### Pin map, run 1

Scale: 8 px per um. Pins as bars across the die edge, other pins in gray.
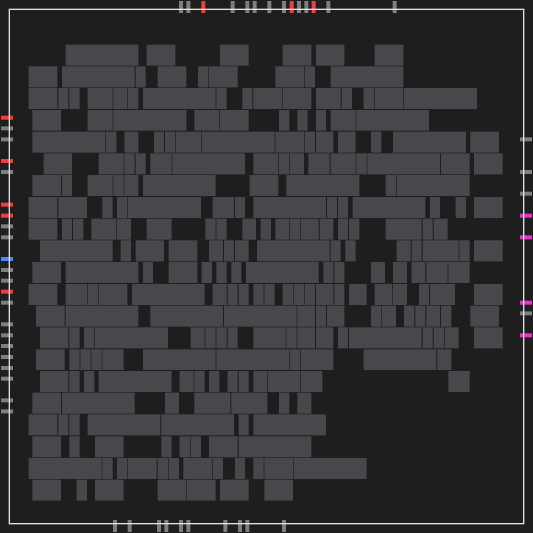
### Wire density map, run 1

Scale: 6 px per um. The die is cut into 13 by 13 equal tiles; dark blue is low, red is high, scaled to the fullest tile. Values are wire area over tile area, all layers added.
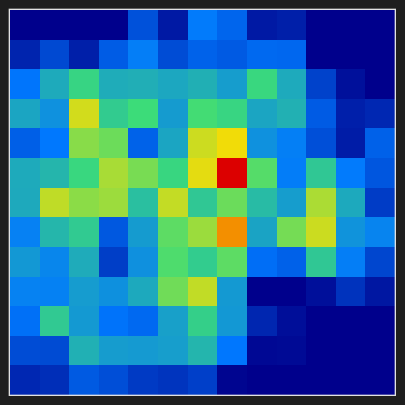
### The metal 2 layer, run 1

Scale: 8 px per um. Cells faint in the background.
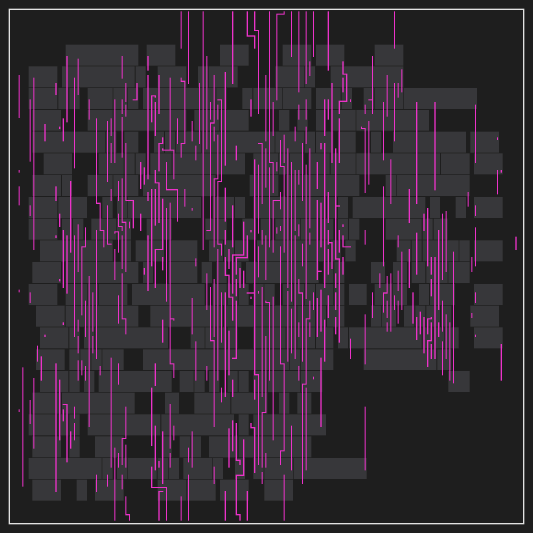
`config.mk`:
```
export PLATFORM = sky130hd
export DESIGN_NAME = mac8_seq_ctrl
export DESIGN_NICKNAME = d
export VERILOG_FILES = /design/src/rtl/mac8_seq_ctrl.sv
export SDC_FILE = /design/constraint.sdc
export NUM_CORES = 1
export LEC_CHECK = 0
export ABC_AREA = 1
export CORE_MARGIN = 2
export CORE_UTILIZATION = 50
export DETAILED_ROUTE_END_ITERATION = 8
export PLACE_DENSITY = 0.9
export REMOVE_ABC_BUFFERS = 1
export SLEW_MARGIN = 40
export SYNTH_ARGS = -nofsm -noshare
export SYNTH_HDL_FRONTEND = slang
export SYNTH_SLANG_ARGS = --single-unit
```
`constraint.sdc`:
```
create_clock -name SYS_CLK -period 3.9 [get_ports SYS_CLK]
set_clock_uncertainty 0.15 [all_clocks]
set_input_delay 0.585 -clock SYS_CLK [delete_from_list [all_inputs] [get_ports SYS_CLK]]
set_output_delay 0.585 -clock SYS_CLK [all_outputs]
set_load 0.02 [all_outputs]
```
`src/rtl/mac8_seq_ctrl.sv`:
```
// mac8_seq_ctrl: sequences operand byte pairs into a MAC8 datapath, waits out the
// datapath latency and presents the accumulated result on a valid/ready handshake.
module mac8_seq_ctrl #(
  parameter int MAC_LAT = 1,
  parameter int LEN_W   = 4
) (
  input  logic             SYS_CLK,
  input  logic             SYS_RST,
  input  logic             cmd_start,
  input  logic [LEN_W-1:0] cmd_len,
  input  logic             in_valid,
  input  logic [7:0]       in_data,
  output logic             in_ready,
  output logic [7:0]       mac_a,
  output logic [7:0]       mac_b,
  output logic             mac_en,
  output logic             mac_clr,
  input  logic [7:0]       mac_acc,
  output logic             res_valid,
  output logic [7:0]       res_data,
  input  logic             res_ready,
  output logic             busy
);

  typedef enum logic [2:0] {
    IDLE   = 3'd0,
    CLEAR  = 3'd1,
    LOAD_A = 3'd2,
    LOAD_B = 3'd3,
    FIRE   = 3'd4,
    WAIT   = 3'd5,
    RESULT = 3'd6
  } state_t;

  // WAIT counts down from MAC_LAT-1 to zero, so it lasts exactly MAC_LAT cycles.
  localparam logic [2:0] WAIT_INIT = 3'(MAC_LAT - 1);

  state_t           state_q, state_d;
  logic [LEN_W-1:0] cnt_q, cnt_d;
  logic [2:0]       wcnt_q, wcnt_d;
  logic [7:0]       a_q, a_d;
  logic [7:0]       b_q, b_d;
  logic [7:0]       res_data_q, res_data_d;
  logic             in_ready_q, in_ready_d;
  logic             mac_en_q, mac_en_d;
  logic             mac_clr_q, mac_clr_d;
  logic             res_valid_q, res_valid_d;
  logic             busy_q, busy_d;

  // Next-state, counter and data-capture logic.
  always_comb begin
    state_d    = state_q;
    cnt_d      = cnt_q;
    wcnt_d     = wcnt_q;
    a_d        = a_q;
    b_d        = b_q;
    res_data_d = res_data_q;
    case (state_q)
      IDLE: begin
        if (cmd_start) begin
          cnt_d   = cmd_len;
          state_d = CLEAR;
        end else begin
          state_d = IDLE;
        end
      end
      CLEAR: begin
        wcnt_d = WAIT_INIT;
        if (cnt_q == {LEN_W{1'b0}}) begin
          state_d = WAIT;
        end else begin
          state_d = LOAD_A;
        end
      end
      LOAD_A: begin
        if (in_valid && in_ready_q) begin
          a_d     = in_data;
          state_d = LOAD_B;
        end else begin
          state_d = LOAD_A;
        end
      end
      LOAD_B: begin
        if (in_valid && in_ready_q) begin
          b_d     = in_data;
          state_d = FIRE;
        end else begin
          state_d = LOAD_B;
        end
      end
      FIRE: begin
        cnt_d  = cnt_q - LEN_W'(1'b1);
        wcnt_d = WAIT_INIT;
        if (cnt_q == LEN_W'(1'b1)) begin
          state_d = WAIT;
        end else begin
          state_d = LOAD_A;
        end
      end
      WAIT: begin
        if (wcnt_q == 3'd0) begin
          res_data_d = mac_acc;
          state_d    = RESULT;
        end else begin
          wcnt_d = wcnt_q - 3'd1;
        end
      end
      RESULT: begin
        if (res_ready) begin
          state_d = IDLE;
        end else begin
          state_d = RESULT;
        end
      end
      default: begin
        state_d = IDLE;
      end
    endcase
  end

  // Outputs are decoded from the next state so the registered copies line up with state_q.
  always_comb begin
    in_ready_d  = (state_d == LOAD_A) || (state_d == LOAD_B);
    mac_en_d    = (state_d == FIRE);
    mac_clr_d   = (state_d == CLEAR);
    res_valid_d = (state_d == RESULT);
    busy_d      = (state_d != IDLE);
  end

  // State, datapath registers and registered outputs.
  always_ff @(posedge SYS_CLK or posedge SYS_RST) begin
    if (SYS_RST) begin
      state_q     <= IDLE;
      cnt_q       <= {LEN_W{1'b0}};
      wcnt_q      <= 3'd0;
      a_q         <= 8'd0;
      b_q         <= 8'd0;
      res_data_q  <= 8'd0;
      in_ready_q  <= 1'b0;
      mac_en_q    <= 1'b0;
      mac_clr_q   <= 1'b0;
      res_valid_q <= 1'b0;
      busy_q      <= 1'b0;
    end else begin
      state_q     <= state_d;
      cnt_q       <= cnt_d;
      wcnt_q      <= wcnt_d;
      a_q         <= a_d;
      b_q         <= b_d;
      res_data_q  <= res_data_d;
      in_ready_q  <= in_ready_d;
      mac_en_q    <= mac_en_d;
      mac_clr_q   <= mac_clr_d;
      res_valid_q <= res_valid_d;
      busy_q      <= busy_d;
    end
  end

  assign in_ready  = in_ready_q;
  assign mac_a     = a_q;
  assign mac_b     = b_q;
  assign mac_en    = mac_en_q;
  assign mac_clr   = mac_clr_q;
  assign res_valid = res_valid_q;
  assign res_data  = res_data_q;
  assign busy      = busy_q;

endmodule

```
==> CHANGELOG.md, run 1 <==
## Implementation

- Register share after synthesis: 0.540
- Post-synth EDFFs: 0
- Logic area: 683 sq um
- Worst slew margin: 0.680
- DP Worst Slack: between 1.5 and 2 ns
- Sink Count: 39
- Inverters, non-clock: 30
- Final Util: 0.708
- Crit path max-delay family: buffers and inverters
- GRT met3 Usage: 0.0669
- Hold Path Cell Cnt: 1
- Synth top cell by count: nand2_1
- Post-CTS setup buffer count: 0
- Max Clk Rate: 0.481 GHz
- Syn avg cell area: 8.94 sq um
- Antenna Violating Nets Remaining: 0
- Post-synth regs: 39
- DRC errors left: 0
- Comb power frac: 0.515
- AO/OA Area Share: 0.101
- HP Start: wcnt_q[0]$_DFFE_PP0P_
- R2R Setup Slk: between 2 and 2.5 ns
- Syn. warnings: 0
- Logic share of the area: 0.282
- Vias in the first global route: ~1500
- Die ar.: 4110 sq um
- Drt pass-1 iters: 4
- PnR worst setup slack: 1.82 ns
- Top cells by area: dfrtp_1 54%, nand2_1 13%, o21ai_2 5.8%
- Uppermost layer routed: met4
- Global-route wire length before repair: around 6.6 mm
- Outcome: finished, final reports clean
- Sw Share: 0.416
- MaxCap Viol Count: 0
- Worst Setup SP: res_data[5]$_DFFE_PP0P_
- Core ar.: around 3400 sq um
- Hold_ws: roughly 0.32 ns
- Post-synthesis cell area: between 1500 and 2000 sq um
- Critical path data arrival time: 1.34 ns
About 'Pin map':
legend:
  red:
    port: `in_data`
    pins: 8
    direction: input
    edge: 5 left, 3 top
  blue:
    port: `busy`
    pins: 1
    direction: output
    edge: left
  magenta:
    port: `cmd_len`
    pins: 4
    direction: input
    edge: right
all pins by edge: 22 left, 14 top, 10 bottom, 8 right
die width: 64.1 um
Die H: 64.1 um
Port Buffers: 53

About 'Wire density map':
mean over tiles: 0.15
fullest tile: 0.52
tiles over half the peak: 15%
Routed WL: 3.80 mm
via count: 1505
Avg WL per Cell: 12.4 um

About 'The metal 2 layer':
main direction: vertical
nets with wire on the layer: 243
share of all routed wire: 50%
wire length on this layer: 1890 um
grt met2 use: 0.350

### M3 wires, run 1

Scale: 8 px per um. Cells faint in the background.
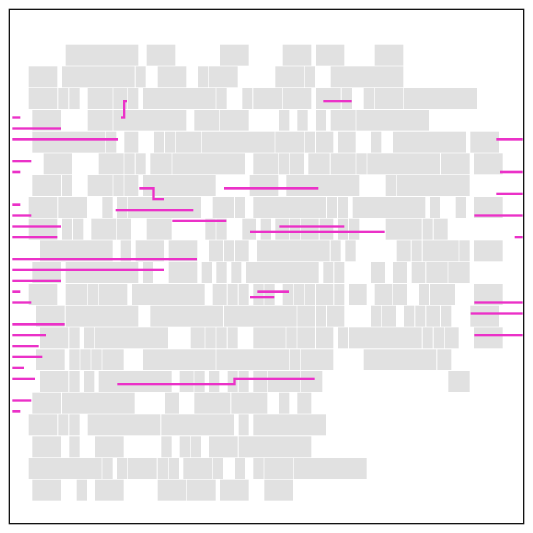

==> run 2: changes to the inputs <==
CORE_UTILIZATION = 42   (was 50)
PLACE_DENSITY = 0.81   (was 0.9)
clock period = 1.8 ns   (was 3.9 ns; I/O delays follow)
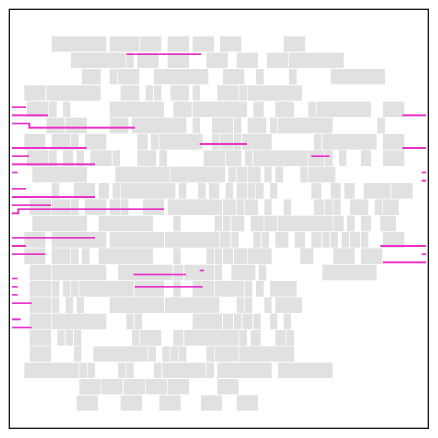
*M3 wires, run 2*
Scale: 6 px per um. Cells faint in the background.
nets with wire on the layer: 29
wire length on this layer: 201 um
main direction: horizontal
share of all routed wire: 5.5%
via count: 1442
Routed WL: 3.66 mm

==> CHANGELOG.md, run 2 <==
## Implementation

- Worst slew margin: 0.840
- Avg WL per Cell: 11.7 um
- Drt pass-1 iters: 4
- Comb power frac: 0.496
- Inverters, non-clock: 30
- Final Util: 0.616
- Die H: about 70 um
- Post-CTS setup buffer count: 0
- Die width: a little under 70 um
- GRT met3 Usage: 0.0509
- Critical path data arrival time: ~1.3 ns
- Synth top cell by count: nand2_1
- Grt met2 use: 0.249
- Outcome: finished, final reports clean
- Vias in the first global route: roughly 1400
- Crit path max-delay family: buffers and inverters
- Port Buffers: ~53
- Die ar.: approximately 4800 sq um
- Logic area: 683 sq um
- Top cells by area: dfrtp_1 54%, nand2_1 13%, o21ai_2 5.8%
- PnR worst setup slack: 0.111 ns
### Routing congestion map, run 2

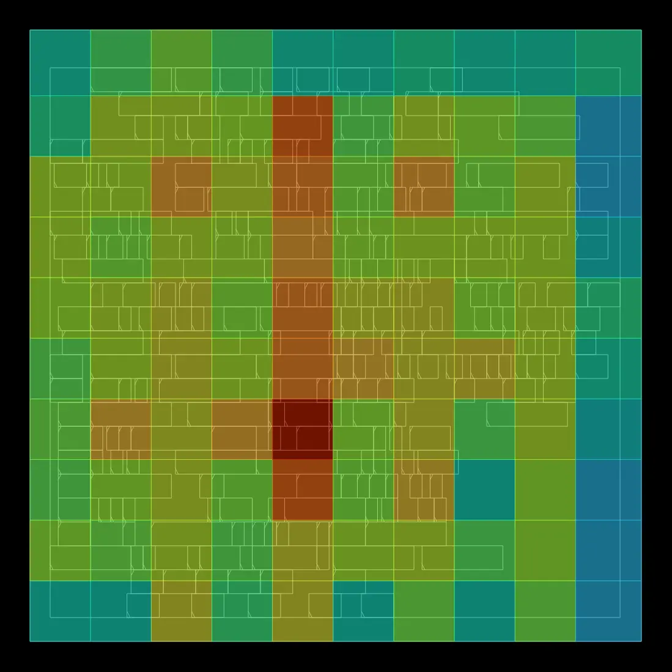

==> run 3: changes to the inputs <==
REMOVE_ABC_BUFFERS = not set   (was 1)
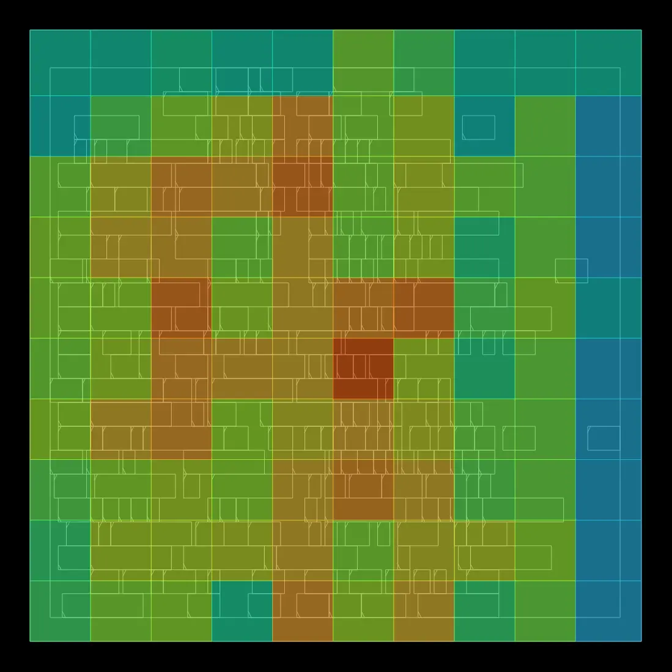
*Routing congestion map, run 3*
GR Util met1: 0.220
Final Util: 0.614

==> CHANGELOG.md, run 3 <==
## Implementation

- Outcome: finished, final reports clean
- Via count: about 1500
- Commonest Layout Cell: nand2_1
- AO/OA Area Share: 0.101
- Grt met2 use: 0.270
- Iter 0 DRT Violations: 55
- Register share after synthesis: 0.540
- Worst slew margin: 0.834
- Comb power frac: 0.497
- Tap cell count: 50
- Worst Setup SP: mac_b[2]$_DFFE_PP0P_
- Global-route wire length before repair: 6.58 mm
- Tool warning count: 28
- PnR worst setup slack: slightly above 0.09 ns
- GRT met3 Usage: 0.0436
- Die width: roughly 70 um
- Routed WL: 3.77 mm
- Critical path data arrival time: between 1 and 1.5 ns
- Area Growth Syn to Fin: 37.8%
- Uppermost layer routed: met4
- Worst slew pin tran: 0.248 ns
- Port Buffers: approximately 53
- DRC errors left: 0
- Drt pass-1 iters: 4
- Global route hottest layer: met2
- MaxCap Viol Count: 0
- Die H: between 60 and 70 um
- Sw Share: 0.405
- Sink Count: 39
- Logic share of the area: 0.274
- Worst r2r dst: wcnt_q[1]$_DFFE_PP0P_
- Final setup viols: 0
- Core ar.: between 4000 and 5000 sq um
- Power share of the clock group: 0.139
- RSZ-0062 raised after global routing: no
- Post-synth regs: 39
- Final #Nets: slightly below 300
- Crit path max-delay family: buffers and inverters
- Post-CTS setup buffer count: 0
- Hold_ws: roughly 0.17 ns
- Post-synthesis cell area: between 1500 and 2000 sq um
- Syn. warnings: 0
- Logic area: 683 sq um
- Synth top cell by count: nand2_1
- Die ar.: roughly 4800 sq um
- Top cells by area: dfrtp_1 54%, nand2_1 13%, o21ai_2 5.8%
- Max Clk Rate: ~0.59 GHz
- DP Worst Slack: about 0.19 ns
- Antenna Violating Nets Remaining: 0
- Syn avg cell area: around 9 sq um
No activity file was given, so power comes from the tool's default toggle rates.
